==> config.mk <==
export PLATFORM = sky130hd
export DESIGN_NAME = sensor_noise_filter
export DESIGN_NICKNAME = d
export VERILOG_FILES = /design/src/rtl/sensor_model_pkg.sv /design/src/rtl/sensor_noise_filter_detect.sv /design/src/rtl/sensor_noise_filter.sv
export SDC_FILE = /design/constraint.sdc
export NUM_CORES = 1
export LEC_CHECK = 0
export CORE_MARGIN = 2
export CORE_UTILIZATION = 39
export CTS_CLUSTER_SIZE = 28
export DETAILED_ROUTE_END_ITERATION = 12
export PLACE_DENSITY = 0.63
export SLEW_MARGIN = 5
export SYNTH_ARGS = -nofsm -noshare
export SYNTH_HDL_FRONTEND = slang
export SYNTH_HIERARCHICAL = 1
export SYNTH_SLANG_ARGS = --single-unit
export TNS_END_PERCENT = 20
==> constraint.sdc <==
create_clock -name clk -period 4.43 [get_ports clk]
set_input_delay 0.443 -clock clk [delete_from_list [all_inputs] [get_ports clk]]
set_output_delay 0.443 -clock clk [all_outputs]
set_load 0.01 [all_outputs]
==> src/rtl/sensor_model_pkg.sv <==
// Shared definitions for the sensor noise filter: FSM encoding,
// pipeline latency and channel-slicing helpers.
package sensor_model_pkg;

    // Frame-tracking states. WAIT_IDLE holds outputs at zero until a clean
    // frame boundary is seen, so a partial frame is never re-emitted.
    typedef enum logic [1:0] {
        WAIT_IDLE = 2'd0,
        ARMED     = 2'd1,
        ACTIVE    = 2'd2
    } filt_state_t;

    // Input beat t appears on the output bus at t + FILTER_LATENCY.
    localparam int FILTER_LATENCY = 2;

    // Default bus geometry.
    localparam int DEF_DATA_WIDTH  = 8;
    localparam int DEF_CHANNEL_NUM = 4;

    // LSB position of channel ch inside a packed multi-channel beat.
    function automatic int ch_lsb(input int ch, input int width);
        return ch * width;
    endfunction

endpackage

==> src/rtl/sensor_noise_filter_detect.sv <==
// Per-channel impulse detector: compares the centre pixel against its left
// and right neighbours and substitutes their mean for an isolated spike.
module impulse_detect_ch #(
    parameter int DATA_WIDTH = 8
) (
    input  logic [DATA_WIDTH-1:0] iv_left,
    input  logic [DATA_WIDTH-1:0] iv_center,
    input  logic [DATA_WIDTH-1:0] iv_right,
    input  logic [DATA_WIDTH-1:0] iv_threshold,
    input  logic                  i_en,
    input  logic                  i_nb_valid,
    output logic [DATA_WIDTH-1:0] ov_pix,
    output logic                  o_corrected
);

    // One extra bit so C+T and L+R never wrap.
    logic [DATA_WIDTH:0]   w_l;
    logic [DATA_WIDTH:0]   w_c;
    logic [DATA_WIDTH:0]   w_r;
    logic [DATA_WIDTH:0]   w_t;
    logic [DATA_WIDTH:0]   w_sum;
    logic [DATA_WIDTH-1:0] w_avg;
    logic                  w_high;
    logic                  w_low;

    assign w_l = {1'b0, iv_left};
    assign w_c = {1'b0, iv_center};
    assign w_r = {1'b0, iv_right};
    assign w_t = {1'b0, iv_threshold};

    // Strict comparisons: a deviation equal to the threshold is not a spike.
    assign w_high = (w_c > w_l + w_t) && (w_c > w_r + w_t);
    assign w_low  = (w_c + w_t < w_l) && (w_c + w_t < w_r);

    assign w_sum = w_l + w_r;
    assign w_avg = DATA_WIDTH'(w_sum >> 1);

    assign o_corrected = (w_high || w_low) && i_en && i_nb_valid;
    assign ov_pix      = o_corrected ? w_avg : iv_center;

endmodule

==> src/rtl/sensor_noise_filter.sv <==
// Impulse-noise filter for the fval/lval/pixel sensor bus.
// A 3-tap horizontal window (left = s2, centre = s1, right = live input)
// corrects isolated spikes per channel; the bus is re-emitted 2 cycles late.
// Optional build macro NOISE_FILTER_STAT_EN adds the per-frame correction
// counter (ov_noise_cnt / o_cnt_valid); without it both are tied to 0.
module sensor_noise_filter
    import sensor_model_pkg::*;
#(
    parameter int DATA_WIDTH  = 8,
    parameter int CHANNEL_NUM = 4,
    parameter int CNT_WIDTH   = 16
) (
    input  logic                              clk,
    input  logic                              reset,
    input  logic                              i_filter_en,
    input  logic [DATA_WIDTH-1:0]             iv_threshold,
    input  logic                              i_fval,
    input  logic                              i_lval,
    input  logic [DATA_WIDTH*CHANNEL_NUM-1:0] iv_pix_data,
    output logic                              o_fval,
    output logic                              o_lval,
    output logic [DATA_WIDTH*CHANNEL_NUM-1:0] ov_pix_data,
    output logic [CNT_WIDTH-1:0]              ov_noise_cnt,
    output logic                              o_cnt_valid
);

    localparam int PIX_W = DATA_WIDTH * CHANNEL_NUM;

    filt_state_t              r_state;
    filt_state_t              w_next_state;
    logic                     w_beat_en;

    logic [PIX_W-1:0]         r_s1_pix;
    logic                     r_s1_lval;
    logic                     r_s1_fval;
    logic                     r_s1_en;
    logic [PIX_W-1:0]         r_s2_pix;
    logic                     r_s2_lval;

    logic                     w_nb_valid;
    logic [PIX_W-1:0]         w_filt_pix;
    logic [CHANNEL_NUM-1:0]   w_corr;

    logic                     r_o_fval;
    logic                     r_o_lval;
    logic [PIX_W-1:0]         r_o_pix;
    logic                     w_out_fval_next;

    // Frame-tracking state register.
    always_ff @(posedge clk) begin
        if (reset) r_state <= WAIT_IDLE;
        else       r_state <= w_next_state;
    end

    // Next state: wait for a frame gap, then follow fval in and out.
    always_comb begin
        w_next_state = r_state;
        case (r_state)
            WAIT_IDLE: if (!i_fval) w_next_state = ARMED;
            ARMED:     if (i_fval)  w_next_state = ACTIVE;
            ACTIVE:    if (!i_fval) w_next_state = ARMED;
            default:   w_next_state = WAIT_IDLE;
        endcase
    end

    // A beat is emitted only if it arrived outside WAIT_IDLE; the flag
    // travels with the beat so gating lines up with the delayed bus.
    assign w_beat_en = (r_state != WAIT_IDLE);

    // Two-deep beat history; each stage keeps its own lval.
    always_ff @(posedge clk) begin
        if (reset) begin
            r_s1_pix  <= '0;
            r_s1_lval <= 1'b0;
            r_s1_fval <= 1'b0;
            r_s1_en   <= 1'b0;
            r_s2_pix  <= '0;
            r_s2_lval <= 1'b0;
        end else begin
            r_s1_pix  <= iv_pix_data;
            r_s1_lval <= i_lval;
            r_s1_fval <= i_fval;
            r_s1_en   <= w_beat_en;
            r_s2_pix  <= r_s1_pix;
            r_s2_lval <= r_s1_lval;
        end
    end

    // Both neighbours must belong to the same line as the centre.
    assign w_nb_valid = (r_s2_lval && r_s1_lval) && (i_lval && r_s1_lval);

    for (genvar k = 0; k < CHANNEL_NUM; k++) begin : g_ch
        impulse_detect_ch #(
            .DATA_WIDTH (DATA_WIDTH)
        ) u_detect (
            .iv_left      (r_s2_pix[ch_lsb(k, DATA_WIDTH) +: DATA_WIDTH]),
            .iv_center    (r_s1_pix[ch_lsb(k, DATA_WIDTH) +: DATA_WIDTH]),
            .iv_right     (iv_pix_data[ch_lsb(k, DATA_WIDTH) +: DATA_WIDTH]),
            .iv_threshold (iv_threshold),
            .i_en         (i_filter_en),
            .i_nb_valid   (w_nb_valid),
            .ov_pix       (w_filt_pix[ch_lsb(k, DATA_WIDTH) +: DATA_WIDTH]),
            .o_corrected  (w_corr[k])
        );
    end

    assign w_out_fval_next = r_s1_fval && r_s1_en;

    // Output register: filtered centre beat plus gated, delayed fval/lval.
    always_ff @(posedge clk) begin
        if (reset) begin
            r_o_fval <= 1'b0;
            r_o_lval <= 1'b0;
            r_o_pix  <= '0;
        end else begin
            r_o_fval <= w_out_fval_next;
            r_o_lval <= r_s1_lval && r_s1_en;
            r_o_pix  <= r_s1_en ? w_filt_pix : '0;
        end
    end

    assign o_fval      = r_o_fval;
    assign o_lval      = r_o_lval;
    assign ov_pix_data = r_o_pix;

`ifdef NOISE_FILTER_STAT_EN
    logic [CNT_WIDTH-1:0] r_cnt;
    logic [CNT_WIDTH-1:0] r_noise_cnt;
    logic                 r_cnt_valid;
    // One spare bit holds the carry of a single beat's additions.
    logic [CNT_WIDTH:0]   w_corr_num;
    logic [CNT_WIDTH:0]   w_cnt_sum;
    logic                 w_frame_end;

    // Number of channels corrected in the beat entering the output register.
    always_comb begin
        w_corr_num = '0;
        for (int k = 0; k < CHANNEL_NUM; k++) begin
            w_corr_num = w_corr_num + (CNT_WIDTH + 1)'(w_corr[k]);
        end
    end

    assign w_cnt_sum   = {1'b0, r_cnt} + w_corr_num;
    assign w_frame_end = r_o_fval && !w_out_fval_next;

    // Saturating per-frame counter; published and cleared at frame end.
    always_ff @(posedge clk) begin
        if (reset) begin
            r_cnt       <= '0;
            r_noise_cnt <= '0;
            r_cnt_valid <= 1'b0;
        end else begin
            r_cnt_valid <= 1'b0;
            if (w_frame_end) begin
                r_noise_cnt <= r_cnt;
                r_cnt_valid <= 1'b1;
                r_cnt       <= '0;
            end else if (w_out_fval_next) begin
                r_cnt <= w_cnt_sum[CNT_WIDTH] ? {CNT_WIDTH{1'b1}} : w_cnt_sum[CNT_WIDTH-1:0];
            end
        end
    end

    assign ov_noise_cnt = r_noise_cnt;
    assign o_cnt_valid  = r_cnt_valid;
`else
    logic w_unused_corr;
    assign w_unused_corr = ^w_corr;
    assign ov_noise_cnt  = '0;
    assign o_cnt_valid   = 1'b0;
`endif

endmodule

==> out/results.ini <==
[timing]
rsz0062_at_grt = no
worstMarginPinSlew_ns = 0.820
setup-tns-final_ns = 0
fin_crit_sh_pct = 96.3
maxSlewViolCount = 0
fmax_mhz = 234
fin_worst_skew_ns = 0.0102
final-hold-violation-count = 0
maxSlewHeadroom_pct = 45.3
min_period_ns = 4.27
finalSetupViolCount = 0

[worst_setup_path]
crit_required_ns = 4.68
worst_setup_path_start_kind = input pin
path_class = in -> reg
crit_path_end_kind = flop
critPathMaxFanout = 13
cp.arrival_ns = 4.52

[die]
die_area_um2 = 29300
pin_count = 96
initCoreUtil_pct = 39.5
die_y_um = 171
die-width_um = 171

[flow_run]
warning_count = 26
maxCapViolCount = 0

[layout]
syn2layout_area_growth_pct = 18.1
drive_above_1_share_pct = 9.60
layout.nets = 1665
diodes = 0
regArea_um2 = 2080
final-comb-area_um2 = 8320
fillers = 2734

[worst_hold_path]
hold_path.class = reg -> reg

[clocking]
postCtsSetupBuffers = 0
path_clk_slew_ns = 0.07
worstSkewPairLatency_ns = 0.36
cts_buffers = 9
clockBufferDepth = 2
hold_buffers = 0
cts-root-buf = clkbuf_16
cts.sinks = 104
cts_tree = built
h-tree-depth = 3

[global_routing]
antenna_found_initial = 0
grt_pass1_vias = 8878
grt.overflow.total = 0
grt_max_degree = 71
grt_pass1_wl_um = 45300

[logic_synthesis]
yosysWarnings = 6
synth_cells = 1220
post_synth_instance_area_um2 = 10900
synth_area_per_cell_um2 = 8.94

[pwr]
ir_drop_mv = 0.145
powerDensity_nw_per_um2 = 238
p_leak_uw = 0.00590

[routing]
dr.first_iter.drc_count = 417
drt-vias-per-instance = 5.05
drc = 0
ant_nets = 0
drtPass1Iterations = 5

[placed_design]
place_area_um2 = 12600
io_buffers = 78
gp_congestion = 0.889
detailed_place_hpwl_um = 22100

[outcome]
outcome = finished, final reports clean

-- critical path: stages --
cell,delay (ns)
clkdlybuf4s50_1,0.45
buf_12,0.17
buf_4,0.15
ha_1,0.29
a21o_1,0.18
a21oi_1,0.20
nor2b_1,0.07
o21ai_0,0.30
nand2b_1,0.12
xnor2_1,0.14
ha_1,0.30
nand3_1,0.10
a21oi_1,0.16
a211oi_1,0.06
or3_1,0.38
a31oi_1,0.24
a21o_1,0.18
buf_4,0.15
mux2_4,0.29
and2_1,0.14
-- final timing paths --
check | startpoint | slack [ns] | cells after the start | to
max | iv_threshold[1] | 0.16 | 20 | ov_pix_data[20]$_SDFF_PP0_
min | r_s1_fval$_SDFF_PP0_ | 0.44 | 1 | o_fval$_SDFF_PP0_
max reg2reg | r_s1_pix[25]$_SDFF_PP0_ | 0.53 | 15 | ov_pix_data[26]$_SDFF_PP0_
min reg2reg | r_s1_fval$_SDFF_PP0_ | 0.44 | 1 | o_fval$_SDFF_PP0_
-- layout by cell type (no fill, tap or decap), types with 4 or more instances in the layout --
master,count
nor4_1,5
nand4_1,8
inv_1,98
ha_1,244
clkdlybuf4s50_1,77
a21boi_1,4
nor3_1,27
xnor2_1,42
conb_1,17
clkbuf_16,9
a21oi_1,91
buf_12,7
nand2b_1,17
o21ai_0,51
nor2b_1,106
mux2i_1,9
o21bai_1,4
fa_1,16
a211oi_1,13
o21ai_1,11
and3_1,4
dfxtp_1,104
nand2_1,36
a21o_1,28
buf_4,56
o31ai_1,6
xor2_1,38
nand3_1,22
and2_1,39
or2_2,12
o211ai_1,7
mux2_4,21
nor2_1,40
or3_1,4
o31a_1,5
a21boi_0,5
o21a_1,23
-- metal layers --
metal  GRT usage (%)  part of all wire (%)  vias up  wire length (µm)
li1                -                     -     4590                 -
met1            25.6                    48     4065             13000
met2            33.9                    48      122             13200
met3            2.42                   2.5       24               685
met4            4.57                   1.5        0               411
met5               0                     0        -                 0
-- stage by stage --
stage | hold slack, ns | instances | power [µW] | setup WS [ns]
finish | 0.437 | 1742 | 3070 | 0.163
global placement | 0.413 | 1727 | 2210 | -0.128
global route | 0.448 | 1742 | 3300 | 0.00735
detailed placement | 0.428 | 1727 | 2230 | -0.150
floorplan | 0.406 | 1236 | 1880 | 0.775
CTS | 0.446 | 1742 | 3100 | 0.218
-- flip-flops by register name, summed over array words and instances (netlist names), 2 cells and up --
name	flops
ov_pix_data	32
r_s1_pix	32
r_s2_pix	32
r_state	2
-- area by class of cell --
| type | instances | area share [%] |
|---|---|---|
| Tap cell | 378 | 3.67 |
| Clock buffer | 11 | 1.89 |
| Inverter | 98 | 2.86 |
| Timing Repair Buffer | 141 | 10.4 |
| Multi-Input combinational cell | 1006 | 64.6 |
| Sequential cell | 104 | 16.2 |
| Clock inverter | 4 | 0.428 |
-- where the power goes --
| group | switching (µW) | internal [µW] | leakage (µW) |
|---|---|---|---|
| clock | 391 | 454 | 0.000142 |
| sequential | 44.6 | 968 | 0.000854 |
| combinational | 627 | 585 | 0.00491 |
| total | 1060 | 2010 | 0.00590 |
-- repair_timing --
action | 4_1_cts | 5_1_grt
endpoints found under the hold margin | 0 | 0
resized | 0 | 1
endpoints found under the setup margin | 0 | 7
Fig. 1: signal wires by layer
Bar = 50 µm.
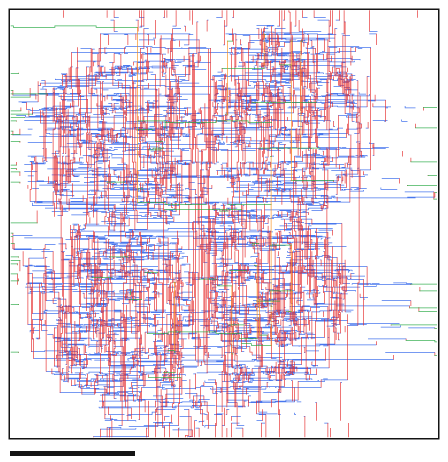
M4: in orange, wire length 411 µm. M3: in green, wire length 685 µm. M1: in blue, wire length 13000 µm. M2: in red, wire length 13200 µm.
WL/cell: 15.6 µm
WL final: 27300 µm
Total GRT Usage: 19.5%
vias: 8801

Fig. 2: cell outlines without signal wires
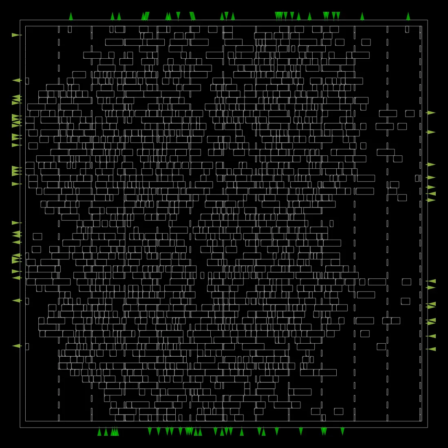
Final Util: 46.6%
core area: 27600 µm²
Flop Count: 104

Fig. 3: cells colored by class
Bar = 50 µm. Fill, decap, tap and diode cells in gray.
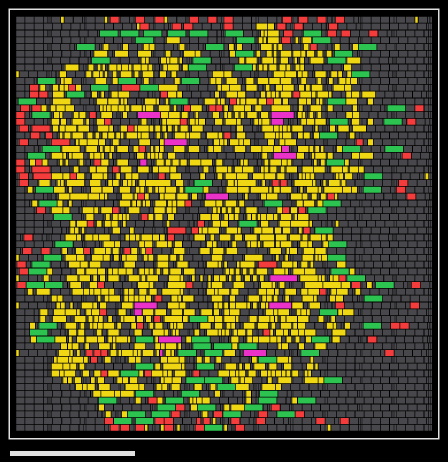
remaining buffers and delay cells: in red, cells 141. registers: in green, cells 104. clock drivers and dummy loads: in magenta, cells 15. remaining logic cells: in yellow, cells 1104.
sequential share of cell area: 16.2%
Design Area, Final: 12900 µm²
# rows: 61

Fig. 4: signal wires on met4
Bar = 50 µm.
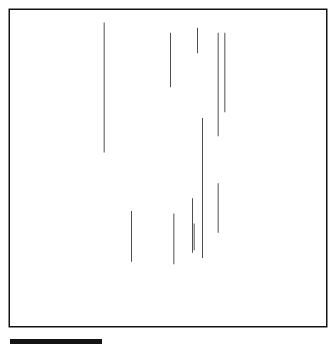
The longest straight run is 75.5 µm. 11 nets have wire on it. The layer carries 411 µm of wire. The wires run mostly vertical. The layer holds 1.5% of the routed length.

Power and IR drop assume default switching activity.
